`config.mk`:
```
export PLATFORM = sky130hd
export DESIGN_NAME = fpga_config_loader
export DESIGN_NICKNAME = d
export VERILOG_FILES = /design/src/rtl/fpga_cfg_pkg.sv /design/src/rtl/fpga_config_loader_xor.sv /design/src/rtl/fpga_config_loader.sv
export SDC_FILE = /design/constraint.sdc
export NUM_CORES = 1
export LEC_CHECK = 0
export CORE_AREA = 10 10 399 401
export DETAILED_ROUTE_END_ITERATION = 8
export DIE_AREA = 0 0 409 411
export SLEW_MARGIN = 20
export SYNTH_ARGS = -nofsm -noshare
export SYNTH_HDL_FRONTEND = slang
export SYNTH_SLANG_ARGS = --single-unit
```
`constraint.sdc`:
```
create_clock -name clock -period 10.6 [get_ports clock]
set_input_delay 2.12 -clock clock [delete_from_list [all_inputs] [get_ports clock]]
set_output_delay 2.12 -clock clock [all_outputs]
set_load 0.02 [all_outputs]
```
`src/rtl/fpga_cfg_pkg.sv`:
```
// Shared types and constants for the FPGA configuration loader.
// Word map: LUT truth words, switch-box words, then LUT FF-select words.
package fpga_cfg_pkg;

  localparam int NUM_LUT   = 11;
  localparam int NUM_SB    = 20;
  localparam int WORD_W    = 32;
  localparam int LUT_W     = WORD_W + 1;

  localparam int LUT_BASE  = 0;
  localparam int SB_BASE   = 11;
  localparam int FF_BASE   = 31;
  localparam int CFG_WORDS = 42;

  typedef logic [5:0] idx_t;

  localparam idx_t LUT_LAST = idx_t'(SB_BASE - 1);
  localparam idx_t SB_LAST  = idx_t'(FF_BASE - 1);
  localparam idx_t FF_LAST  = idx_t'(CFG_WORDS - 1);

  typedef enum logic [2:0] {
    S_IDLE,
    S_LOAD_LUT,
    S_LOAD_SB,
    S_LOAD_FF,
    S_CHECK,
    S_DONE,
    S_ERROR
  } cfg_state_t;

endpackage

```
`src/rtl/fpga_config_loader_xor.sv`:
```
// cfg_xor_accum: running XOR of accepted configuration words.
// Ports: clock, reset, clear (new load), en (word accepted), data, acc.
module cfg_xor_accum
  import fpga_cfg_pkg::*;
(
  input  logic              clock,
  input  logic              reset,
  input  logic              clear,
  input  logic              en,
  input  logic [WORD_W-1:0] data,
  output logic [WORD_W-1:0] acc
);

  always_ff @(posedge clock) begin
    if (reset || clear) begin
      acc <= '0;
    end else if (en) begin
      acc <= acc ^ data;
    end
  end

endmodule

```
`src/rtl/fpga_config_loader.sv`:
```
// fpga_config_loader: streams a 42-word image into LUT/switch-box config regs.
// Ports: clock, reset, cfg_start, cfg_data/valid/ready stream, lut_cfg, sb_cfg,
// cfg_busy, cfg_done, cfg_err, word_idx. Define CFG_CHECKSUM_EN to require
// a trailing XOR checksum word (CHECK state, cfg_err, cfg_xor_accum).
module fpga_config_loader
  import fpga_cfg_pkg::*;
(
  input  logic                      clock,
  input  logic                      reset,
  input  logic                      cfg_start,
  input  logic [WORD_W-1:0]         cfg_data,
  input  logic                      cfg_valid,
  output logic                      cfg_ready,
  output logic [NUM_LUT*LUT_W-1:0]  lut_cfg,
  output logic [NUM_SB*WORD_W-1:0]  sb_cfg,
  output logic                      cfg_busy,
  output logic                      cfg_done,
  output logic                      cfg_err,
  output logic [5:0]                word_idx
);

  cfg_state_t        state;
  logic [LUT_W-1:0]  lut_q [NUM_LUT];
  logic [WORD_W-1:0] sb_q  [NUM_SB];
  idx_t              idx_q;
  logic              done_q;
  logic              accept;
  logic              start_ok;
  logic [3:0]        lut_k;
  logic [4:0]        sb_k;
  logic [3:0]        ff_k;

  assign cfg_ready = state inside {S_LOAD_LUT, S_LOAD_SB,
                                   S_LOAD_FF, S_CHECK};
  assign cfg_busy  = cfg_ready;
  assign accept    = cfg_valid && cfg_ready;
  assign start_ok  = cfg_start &&
                     (state inside {S_IDLE, S_DONE, S_ERROR});

  assign lut_k = 4'(idx_q);
  assign sb_k  = 5'(idx_q - idx_t'(SB_BASE));
  assign ff_k  = 4'(idx_q - idx_t'(FF_BASE));

`ifdef CFG_CHECKSUM_EN
  logic              err_q;
  logic [WORD_W-1:0] xor_acc;

  // Checksum word itself is not folded into the running XOR.
  cfg_xor_accum u_xor (
    .clock (clock),
    .reset (reset),
    .clear (start_ok),
    .en    (accept && (state != S_CHECK)),
    .data  (cfg_data),
    .acc   (xor_acc)
  );

  assign cfg_err = err_q;
`else
  assign cfg_err = 1'b0;
`endif

  always_ff @(posedge clock) begin
    if (reset || start_ok) begin
      state  <= reset ? S_IDLE : S_LOAD_LUT;
      idx_q  <= '0;
      done_q <= 1'b0;
`ifdef CFG_CHECKSUM_EN
      err_q  <= 1'b0;
`endif
      for (int k = 0; k < NUM_LUT; k++) lut_q[k] <= '0;
      for (int k = 0; k < NUM_SB; k++)  sb_q[k]  <= '0;
    end else if (accept) begin
      idx_q <= idx_q + 6'd1;
      unique case (state)
        S_LOAD_LUT: begin
          lut_q[lut_k][WORD_W-1:0] <= cfg_data;
          if (idx_q == LUT_LAST) state <= S_LOAD_SB;
        end
        S_LOAD_SB: begin
          sb_q[sb_k] <= cfg_data;
          if (idx_q == SB_LAST) state <= S_LOAD_FF;
        end
        S_LOAD_FF: begin
          // Only the MSB carries the FF-select bit.
          lut_q[ff_k][WORD_W] <= cfg_data[WORD_W-1];
          if (idx_q == FF_LAST) begin
`ifdef CFG_CHECKSUM_EN
            state  <= S_CHECK;
`else
            state  <= S_DONE;
            done_q <= 1'b1;
`endif
          end
        end
`ifdef CFG_CHECKSUM_EN
        S_CHECK: begin
          if (cfg_data == xor_acc) begin
            state  <= S_DONE;
            done_q <= 1'b1;
          end else begin
            state  <= S_ERROR;
            err_q  <= 1'b1;
          end
        end
`endif
        default: ;
      endcase
    end
  end

  assign cfg_done = done_q;
  assign word_idx = idx_q;

  for (genvar k = 0; k < NUM_LUT; k++) begin : g_lut
    assign lut_cfg[k*LUT_W +: LUT_W] = lut_q[k];
  end

  for (genvar k = 0; k < NUM_SB; k++) begin : g_sb
    assign sb_cfg[k*WORD_W +: WORD_W] = sb_q[k];
  end

endmodule

```
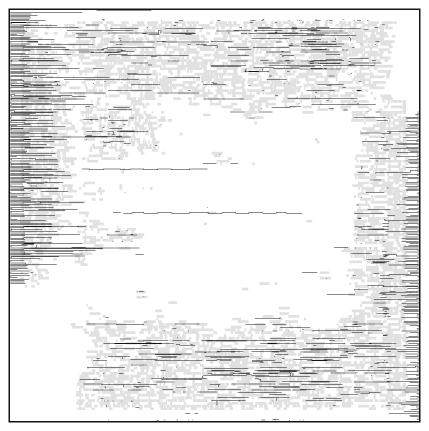
layer_met3.png
(1 px per um) Cells faint in the background.
main direction	horizontal
share of all routed wire	9.8%
wire length on this layer	17000 um
longest straight run	118 um
nets with wire on the layer	672

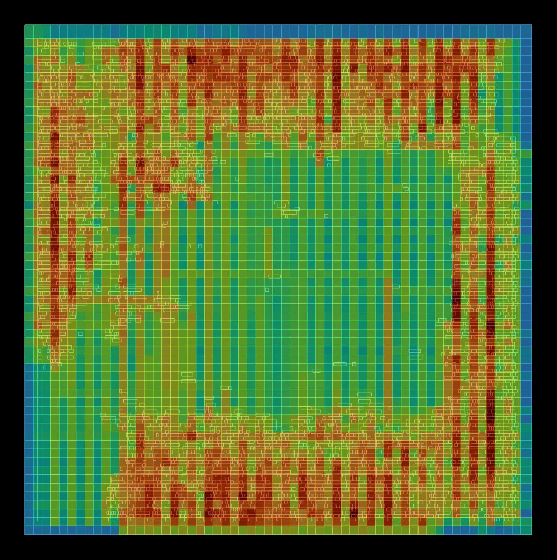
congestion.png
met2 track demand over resource in global routing: 33.8%
GR Util met3: 5.76%

==> results_dict.tcl <==
# collected from the flow reports
set metrics [dict create \
    area_leaders "edfxtp_1, and2_1, nor3_1" \
    top_cells_by_instance_count_after_synthesis "edfxtp_1, and2_1, nor3_1, clkbuf_1, nor2_1" \
    flow.area_growth_from_synthesis_pct 43.3 \
    finalSetupViolCount 0 \
    top_area_cell "edfxtp_1" \
    proportion_of_layout_cells_with_a_drive_suffix_above_1_pct 10.2 \
    post_cts_hold_buffer_count 0 \
    final_max_slew_viol_count 0 \
    postSynthCellCount 2558 \
    tns_ps 0 \
    largest_cell_class "sequential cells" \
    ys_async_sr_fraction_pct 0 \
    top_register "sb_q" \
    timing_worst_slew_pin_value_ps 1110 \
    numSynthFlops 1013 \
    post_synth_instance_area_sq_um 38500 \
    place_congestion 0.805 \
    dominant_synthesized_flop_cell "edfxtp_1" \
    ioPinCount 1049 \
    core_area_sq_um 151000 \
    critical_path_required_ps 10950 \
    crit_path_top_delay_cell "nand2_2" \
    layout_setup_ws_ps 4890 \
    num_vias 26600 \
    n_fill_cell 14400 \
    timing.critical_path.fanout_max 33 \
    outcome "finished clean" \
    n_clock_buffer 138 \
    timing.rr.start "word_idx[1]" \
    synth_largest_type_area_fraction_pct 75.9 \
    drv.max_cap_violation_count 0 \
    most_common_logic_cell_in_the_routed_design "clkdlybuf4s50_1" \
    hold_path_cells 2 \
    dp_hpwl_um 119000 \
    register_area_sq_um 30000 \
    detail_route.wirelength.met1_um 61600 \
    fin_total_pwr_mw 10.3 \
    cellPowerDensity_nw_per_um2 188 \
    crit_path_max_incr_delay_ps 1020 \
    final_routed_drc_violation_total 0 \
    crit_path_end "lut_q[1][30]" \
    cp_cell_sequence "clkdlybuf4s50_1, nor3b_4, and3_2, nand3_2, nand2_2" \
    logic_area_sq_um 7600 \
    global_route_wire_length_before_repair_um 229000 \
]
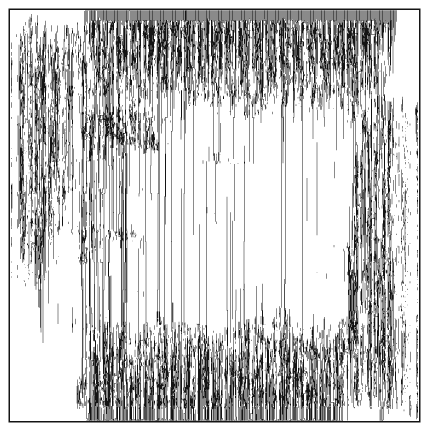
layer_met2.png
(1 px per um)
longest straight run	239 um
wire length on this layer	86.5 mm
main direction	vertical
nets with wire on the layer	3083

[critical path: cells and delay by family]
kind          cells  cell delay (ps)
simple gates      4             3070
buf+inv           1              800
[power breakdown]
part	switching, mW	total [mW]	internal (mW)
clock	1.68	3.81	2.13
sequential	0.122	4.87	4.75
combinational	1.07	1.66	0.587
[per-stage QoR]
stage	hold slack (ps)	cells	area [sq um]
6_report	473	5692	55100
5_1_grt	494	5677	55100
4_1_cts	477	5672	55000
3_5_place_dp	464	5468	51400
3_3_place_gp	455	5462	51300
2_1_floorplan	546	2558	38500
[cell families after synthesis]
logic type | after synthesis | share of synthesized area (%)
mux | 3 | 0.0780
simple gates | 1122 | 16.3
buf+inv | 290 | 3.37
xor+xnor | 5 | 0.114
other cells | 1 | 0.00975
compound gates | 117 | 1.88
fa+ha+maj | 7 | 0.228
flops | 1013 | 78.0
